## config.mk

```make
export PLATFORM = sky130hd
export DESIGN_NAME = bigadd_seq
export DESIGN_NICKNAME = d
export VERILOG_FILES = /design/src/rtl/bigadd_seq.sv
export SDC_FILE = /design/constraint.sdc
export NUM_CORES = 1
export LEC_CHECK = 0
export ABC_CLOCK_PERIOD_IN_PS = 15740
export CAP_MARGIN = 0
export CORE_ASPECT_RATIO = 0.75
export CORE_MARGIN = 2
export CORE_UTILIZATION = 25
export CTS_BUF_LIST = sky130_fd_sc_hd__clkbuf_4
export DETAILED_ROUTE_END_ITERATION = 10
export GPL_ROUTABILITY_DRIVEN = 0
export PLACE_DENSITY = 0.5
export SYNTH_ARGS = -nofsm -noshare
export SYNTH_HDL_FRONTEND = slang
export SYNTH_SLANG_ARGS = --single-unit
```

## constraint.sdc

```tcl
create_clock -name clk -period 15.74 [get_ports clk]
set_clock_uncertainty 0.2 [all_clocks]
set_input_delay 1.574 -clock clk [delete_from_list [all_inputs] [get_ports clk]]
set_output_delay 1.574 -clock clk [all_outputs]
set_load 0.01 [all_outputs]
```

## src/rtl/bigadd_seq.sv

```systemverilog
// Word-serial multi-word adder/subtractor: streams operand word pairs LSW first and
// returns one result word per accepted pair, rippling the carry between words.
module bigadd_seq #(
  parameter int unsigned W    = 256,
  parameter int unsigned MAXW = 16,
  localparam int unsigned LW  = (MAXW > 1) ? $clog2(MAXW) : 1
) (
  input  logic          clk,
  input  logic          rst_n,
  input  logic          start,
  input  logic [LW-1:0] len,
  input  logic          sub,
  output logic          busy,
  input  logic          in_valid,
  output logic          in_ready,
  input  logic [W-1:0]  in_a,
  input  logic [W-1:0]  in_b,
  output logic          out_valid,
  input  logic          out_ready,
  output logic [W-1:0]  out_word,
  output logic          out_last,
  output logic          carry_out,
  output logic          done
);

  typedef enum logic [1:0] {StIdle, StRun, StDrain, StDone} state_e;

  state_e        state_q, state_d;
  logic [LW-1:0] len_q, len_d;
  logic [LW-1:0] cnt_q, cnt_d;
  logic          sub_q, sub_d;
  logic          carry_q, carry_d;
  logic [W-1:0]  word_q, word_d;
  logic          valid_q, valid_d;
  logic          last_q, last_d;
  logic          cout_q, cout_d;

  logic [W-1:0]  operand_b;
  logic [W:0]    sum;
  logic          accept;
  logic          out_fire;

  // Subtraction is A + ~B + 1, with the initial 1 coming from the carry register.
  assign operand_b = sub_q ? ~in_b : in_b;
  assign sum       = {1'b0, in_a} + {1'b0, operand_b} + {{W{1'b0}}, carry_q};

  assign in_ready  = (state_q == StRun) && (!valid_q || out_ready);
  assign accept    = in_valid && in_ready;
  assign out_fire  = valid_q && out_ready;

  assign busy      = (state_q != StIdle);
  assign done      = (state_q == StDone);
  assign out_valid = valid_q;
  assign out_word  = word_q;
  assign out_last  = last_q;
  assign carry_out = cout_q;

  always_comb begin
    state_d = state_q;
    len_d   = len_q;
    cnt_d   = cnt_q;
    sub_d   = sub_q;
    carry_d = carry_q;
    word_d  = word_q;
    valid_d = valid_q;
    last_d  = last_q;
    cout_d  = cout_q;

    if (out_fire) begin
      valid_d = 1'b0;
    end
    // A new word overrides the clear above, so a same-cycle handshake keeps valid high.
    if (accept) begin
      word_d  = sum[W-1:0];
      carry_d = sum[W];
      last_d  = (cnt_q == len_q);
      valid_d = 1'b1;
      cnt_d   = cnt_q + LW'(1);
    end

    unique case (state_q)
      StIdle: begin
        if (start) begin
          state_d = StRun;
          len_d   = len;
          sub_d   = sub;
          carry_d = sub;
          cnt_d   = '0;
        end
      end
      StRun: begin
        if (accept && (cnt_q == len_q)) begin
          state_d = StDrain;
        end
      end
      StDrain: begin
        if (out_fire && last_q) begin
          state_d = StDone;
          cout_d  = carry_q;
        end
      end
      StDone: begin
        state_d = StIdle;
      end
      default: begin
        state_d = StIdle;
      end
    endcase
  end

  always_ff @(posedge clk or negedge rst_n) begin
    if (!rst_n) begin
      state_q <= StIdle;
      len_q   <= '0;
      cnt_q   <= '0;
      sub_q   <= 1'b0;
      carry_q <= 1'b0;
      word_q  <= '0;
      valid_q <= 1'b0;
      last_q  <= 1'b0;
      cout_q  <= 1'b0;
    end else begin
      state_q <= state_d;
      len_q   <= len_d;
      cnt_q   <= cnt_d;
      sub_q   <= sub_d;
      carry_q <= carry_d;
      word_q  <= word_d;
      valid_q <= valid_d;
      last_q  <= last_d;
      cout_q  <= cout_d;
    end
  end

endmodule

```

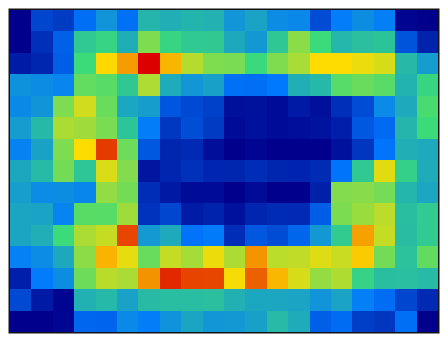
Fig. 1. Wire density map (run 1).
The die is cut into 20 by 15 equal tiles; dark blue is low, red is high, scaled to the fullest tile. Values are wire area over tile area, all layers added.
tiles over half the peak: 27%
densest ninth of the die: south
emptiest ninth of the die: center
fullest tile: 0.59
via count: 34600
All-Layer GR Usage: 0.244

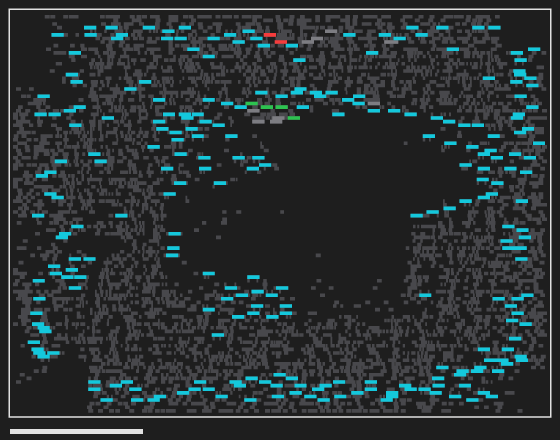
Fig. 2. Sequential cells grouped by signal name (run 1).
Scale bar: 100 um. Other sequential cells in the stronger gray, the rest of the logic in the fainter gray.
| color | netlist name | placed flops |
|---|---|---|
| cyan | `out_word` | 256 |
| red | `state_q` | 2 |
| green | `len_q` | 4 |
not colored: 9
Flop area: 0.00679 mm2
fin util: 0.338
Seq area share: 0.167
Seq power: 1250 uW

==> results.yml, run 1 <==
# generated from flow reports
grt:
  antenna_found_initial: 19
  grt_pass1_wl_um: 226000
  grt_use_met1: 0.349
  grt_max_degree: 201
  grt_overflow: 0
  gr-max-usage-layer: "met2"
logic_synthesis:
  simple_gate_area_frac: 0.200
  synth_flop_count: 271
  adder_share: 0.109
  yosys_most_used_dff: "dfrtp_1"
  yosys_area_mm2: 0.0303
  synth_seq_share: 0.224
  synthArstFlopShare: 1.00
  synth_stat.cells: 4170
  synth_nets: 4955
  synth_top_cell_by_area: "dfrtp_1"
  area_leaders: "dfrtp_1 (22%), ha_1 (11%), xor2_1 (11%)"
  xor_share: 0.148
  synth_top_area_share: 0.224
  compound_area_frac: 0.278
  netlist_logic_family_top: "AND-OR/OR-AND gates"
  synthMuxAreaShare: 0.00297
  syn-cell-area_mm2: 0.0303
  ys_warn_count: 0
  synth.most_common_cell: "nand2_1"
power_and_ir_drop:
  seqPwrFrac: 0.133
  ir_drop_v: 0.0000914
  switching_share: 0.567
  p_total_uw: 9340
  top_power_group: "combinational cells"
  pwr-share-comb: 0.787
  leakage_uw: 0.0166
  intPower_uw: 4040
worst_setup_path:
  crit_buf_inv: 2
  worst-endpoint-required_ps: 16410
  slowest_delay_ps: 1110
  crit_path_top_delay_cell: "nor4_1"
  r2r-end: "out_word[242]"
  rr_startpoint: "sub_q"
  r2r_slack_ps: 7120
  setup.worst_path.end: "out_word[242]"
  reg2regPathDepth: 19
  crit_fanout: 58
  cp_cell_sequence: "buf_4 -> buf_4 -> xor2_1 -> ha_1 -> nand4_1 -> nor3_1 -> a22oi_1 -> o21ai_0 -> o211ai_1 -> a21boi_0 -> nor4_1 -> o21ai_1 -> or2_2 -> a31oi_1 -> nor4_1 -> or2_1 -> a21oi_1 -> xor2_1 -> o21ai_1"
  worstSetupEndpointType: "flop"
  worstSetupStartpoint: "sub_q"
floorplanning:
  tap_cells: 1624
  fp.dieH_um: 306
  fp_util: 0.252
  die_x_um: 406
  pin_count: 784
  dieArea_mm2: 0.124
finish:
  largest_reg_flops: 256
  finalNonFillerCells: 6543
  buffer_area_frac: 0.197
  dominant_cells: "multi-input combinational cells"
  clock_area_frac: 0.0248
  syn_to_final_growth_pct: 33.9
  final_net_count: 5634
  fin_area_mm2: 0.0406
  diodes: 18
  final_cell_mix: "clkdlybuf4s50_1 (782), nand2_1 (652), o21ai_0 (541), a21oi_1 (500), xor2_1 (367)"
  final_layout_top_logic_cell: "clkdlybuf4s50_1"
  layout-drive-gt1-share: 0.0424
  nNonClkInverters: 93
  sh_comb_area: 0.551
hold_path:
  holdCritStartpoint: "out_word[169]"
  min_path_type: "reg -> reg"
  hold_end: "out_word[169]"
sta:
  holdWs_ps: 276
  min_period_ps: 8620
  timing.fmax_ghz: 0.116
  tns_ps: 0
  slew_headroom: 0.0566
  slew_viol_final: 0
  period_used_share: 0.547
route:
  wl_per_cell_um: 24.1
  drc: 0
  drt_iter0_drc: 3650
  vias_per_cell: 5.29
  drt_pass1_iterations: 9
  ant_nets: 0
  wl_met3_um: 15600
  routed.top_layer: "met5"
placed_design:
  pre_cts_ws_ps: 7210
  placed_cells: 6385
  dp_hpwl_um: 133000
clock_tree:
  cts_sinks: 271
  cts_buffers: 86
  clk_path_buf_depth: 3
  postCtsSetupRepairBufs: 0
  htreeDepth: 3
  cts_tree: "built"
  clk_pin_slew_worst_paths_ps: 70
job:
  drv_cap: 0
  warnings: 37
status:
  status: "completed"
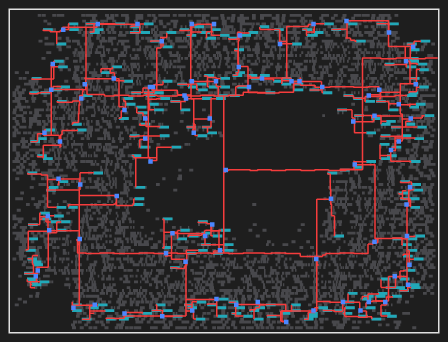
Fig. 3. Clock wires, drivers and flops (run 1).
[blue] cells driving clock nets | count: 86
[cyan] flip-flops | count: 271
[red] clock wires | length: 6680 um
flops lie: widely spread
Clk power: 743 uW
clk_lat worst skew: 1020 ps
Clk network pwr share: 0.080

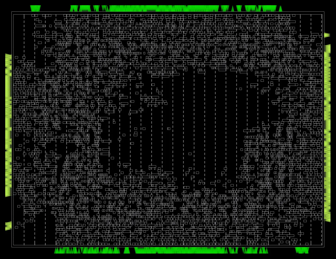
Fig. 4. Placement view (run 1).
fill count: 13000
Placeable Area: 0.120 mm2
flip-flops: 271
Placement Rows: 110

## Run 2: what changed since run 1
--- a/config.mk
+++ b/config.mk
@@ -5,7 +5,7 @@
 export SDC_FILE = /design/constraint.sdc
 export NUM_CORES = 1
 export LEC_CHECK = 0
-export ABC_CLOCK_PERIOD_IN_PS = 15740
+export ABC_CLOCK_PERIOD_IN_PS = 7700
 export CAP_MARGIN = 0
 export CORE_ASPECT_RATIO = 0.75
 export CORE_MARGIN = 2
@@ -13,7 +13,7 @@
 export CTS_BUF_LIST = sky130_fd_sc_hd__clkbuf_4
 export DETAILED_ROUTE_END_ITERATION = 10
 export GPL_ROUTABILITY_DRIVEN = 0
-export PLACE_DENSITY = 0.5
+export PLACE_DENSITY = 0.51
 export SYNTH_ARGS = -nofsm -noshare
 export SYNTH_HDL_FRONTEND = slang
 export SYNTH_SLANG_ARGS = --single-unit
==> constraint.sdc (replaced) <==
create_clock -name clk -period 7.7 [get_ports clk]
set_clock_uncertainty 0.2 [all_clocks]
set_input_delay 0.77 -clock clk [delete_from_list [all_inputs] [get_ports clk]]
set_output_delay 0.77 -clock clk [all_outputs]
set_load 0.01 [all_outputs]
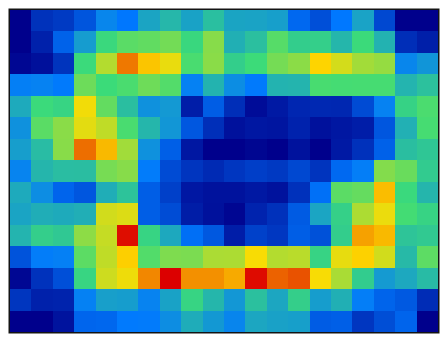
Fig. 5. Wire density map (run 2).
The die is cut into 20 by 15 equal tiles; dark blue is low, red is high, scaled to the fullest tile. Values are wire area over tile area, all layers added.
emptiest ninth of the die: center
tiles over half the peak: 27%
fullest tile: 0.58
nearly empty tiles: 5.0%
mean over tiles: 0.21
DR WL/cell: 23.8 um
WL final: 156000 um
via count: 35000
All-Layer GR Usage: 0.242

==> run 2 against run 1 <==
  * Clock power up 110%
  * First-iteration DRC count down 2.2%
  * Hold slack worse by 48 ps
  * Area after synthesis unchanged
  * Largest power group unchanged
  * Cell count up 0.57%
  * Highest routed layer unchanged
  * Die size unchanged
  * Critical path depth down 1
  * Non-clock buffer count up 26
  * Global-route usage down 0.21 points
  * Via count up 1.1%
  * Sequential cell count unchanged
  * Sequential share of layout area down 0.12 points
==> results.yml, run 2 <==
# generated from flow reports
status:
  status: "completed"
worst_setup_path:
  crit_path_top_delay_cell: "dfrtp_4"
  cp_cell_sequence: "buf_4 -> xor2_1 -> ha_1 -> nand2_1 -> nor3_1 -> nand3_1 -> or3_1 -> a2111oi_2 -> buf_4 -> nor4_1 -> o21ai_1 -> or2_2 -> a31oi_1 -> nor4_1 -> buf_4 -> a31oi_1 -> xor2_1 -> o21ai_0"
  reg2regPathDepth: 18
  setup.worst_path.end: "out_word[250]"
  worst-endpoint-required_ps: 8270
  rr_startpoint: "sub_q"
  worstSetupStartpoint: "sub_q"
  r2r_slack_ps: 740
  crit_fanout: 38
floorplanning:
  core-area_mm2: 0.120
  fp_util: 0.252
  pin_count: 784
  dieArea_mm2: 0.124
logic_synthesis:
  netlist_logic_family_top: "AND-OR/OR-AND gates"
  ys_warn_count: 0
  synth_nets: 4955
  synthArstFlopShare: 1.00
  synth_top_cell_by_area: "dfrtp_1"
  yosys_most_used_dff: "dfrtp_1"
  yosys_area_mm2: 0.0303
  xor_share: 0.148
  synth.most_common_cell: "nand2_1"
  synth_top_area_share: 0.224
  synth_flop_count: 271
clock_tree:
  postCtsSetupRepairBufs: 0
  cts_sinks: 271
  cts_buffers: 86
  cts_tree: "built"
  htreeDepth: 3
  clk_pin_slew_worst_paths_ps: 70
route:
  ant_nets: 0
  drt_iter0_drc: 3570
  vias_per_cell: 5.32
  drt_pass1_iterations: 7
  wl_met3_um: 16600
  routed.top_layer: "met5"
finish:
  sh_comb_area: 0.547
  sh_seq_area: 0.166
  fin_area_mm2: 0.0409
  design.seq.count: 271
  syn_to_final_growth_pct: 34.9
  buffer_area_frac: 0.201
  finalNonFillerCells: 6580
  final_cell_mix: "clkdlybuf4s50_1 (782), nand2_1 (652), o21ai_0 (541), a21oi_1 (500), xor2_1 (367)"
  final_net_count: 5660
  clock_area_frac: 0.0267
  dominant_cells: "multi-input combinational cells"
  layout-drive-gt1-share: 0.0486
power_and_ir_drop:
  pwr.group.clock_uw: 1590
  seqPwrFrac: 0.133
  switching_share: 0.562
  intPower_uw: 8400
grt:
  antenna_found_initial: 14
  gr-max-usage-layer: "met2"
  grt_pass1_wl_um: 226000
  grt_overflow: 0
job:
  warnings: 36
  drv_cap: 0
sta:
  tns_ps: 0
hold_path:
  min_path_type: "in -> async"
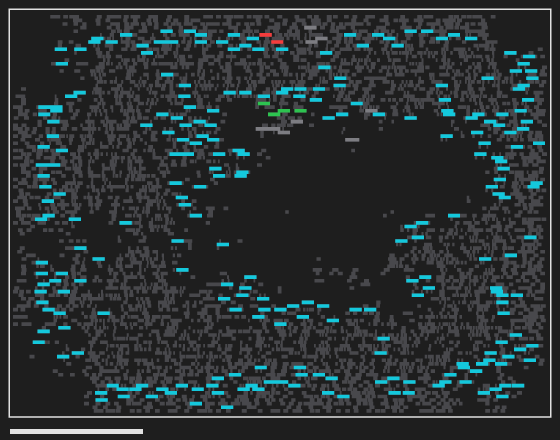
Fig. 6. Sequential cells grouped by signal name (run 2).
Scale bar: 100 um. Other sequential cells in the stronger gray, the rest of the logic in the fainter gray.
| color | netlist name | placed flops |
|---|---|---|
| green | `len_q` | 4 |
| red | `state_q` | 2 |
| cyan | `out_word` | 256 |
fin util: 0.341
Seq power: 2560 uW

No activity file was given, so power comes from the tool's default toggle rates.
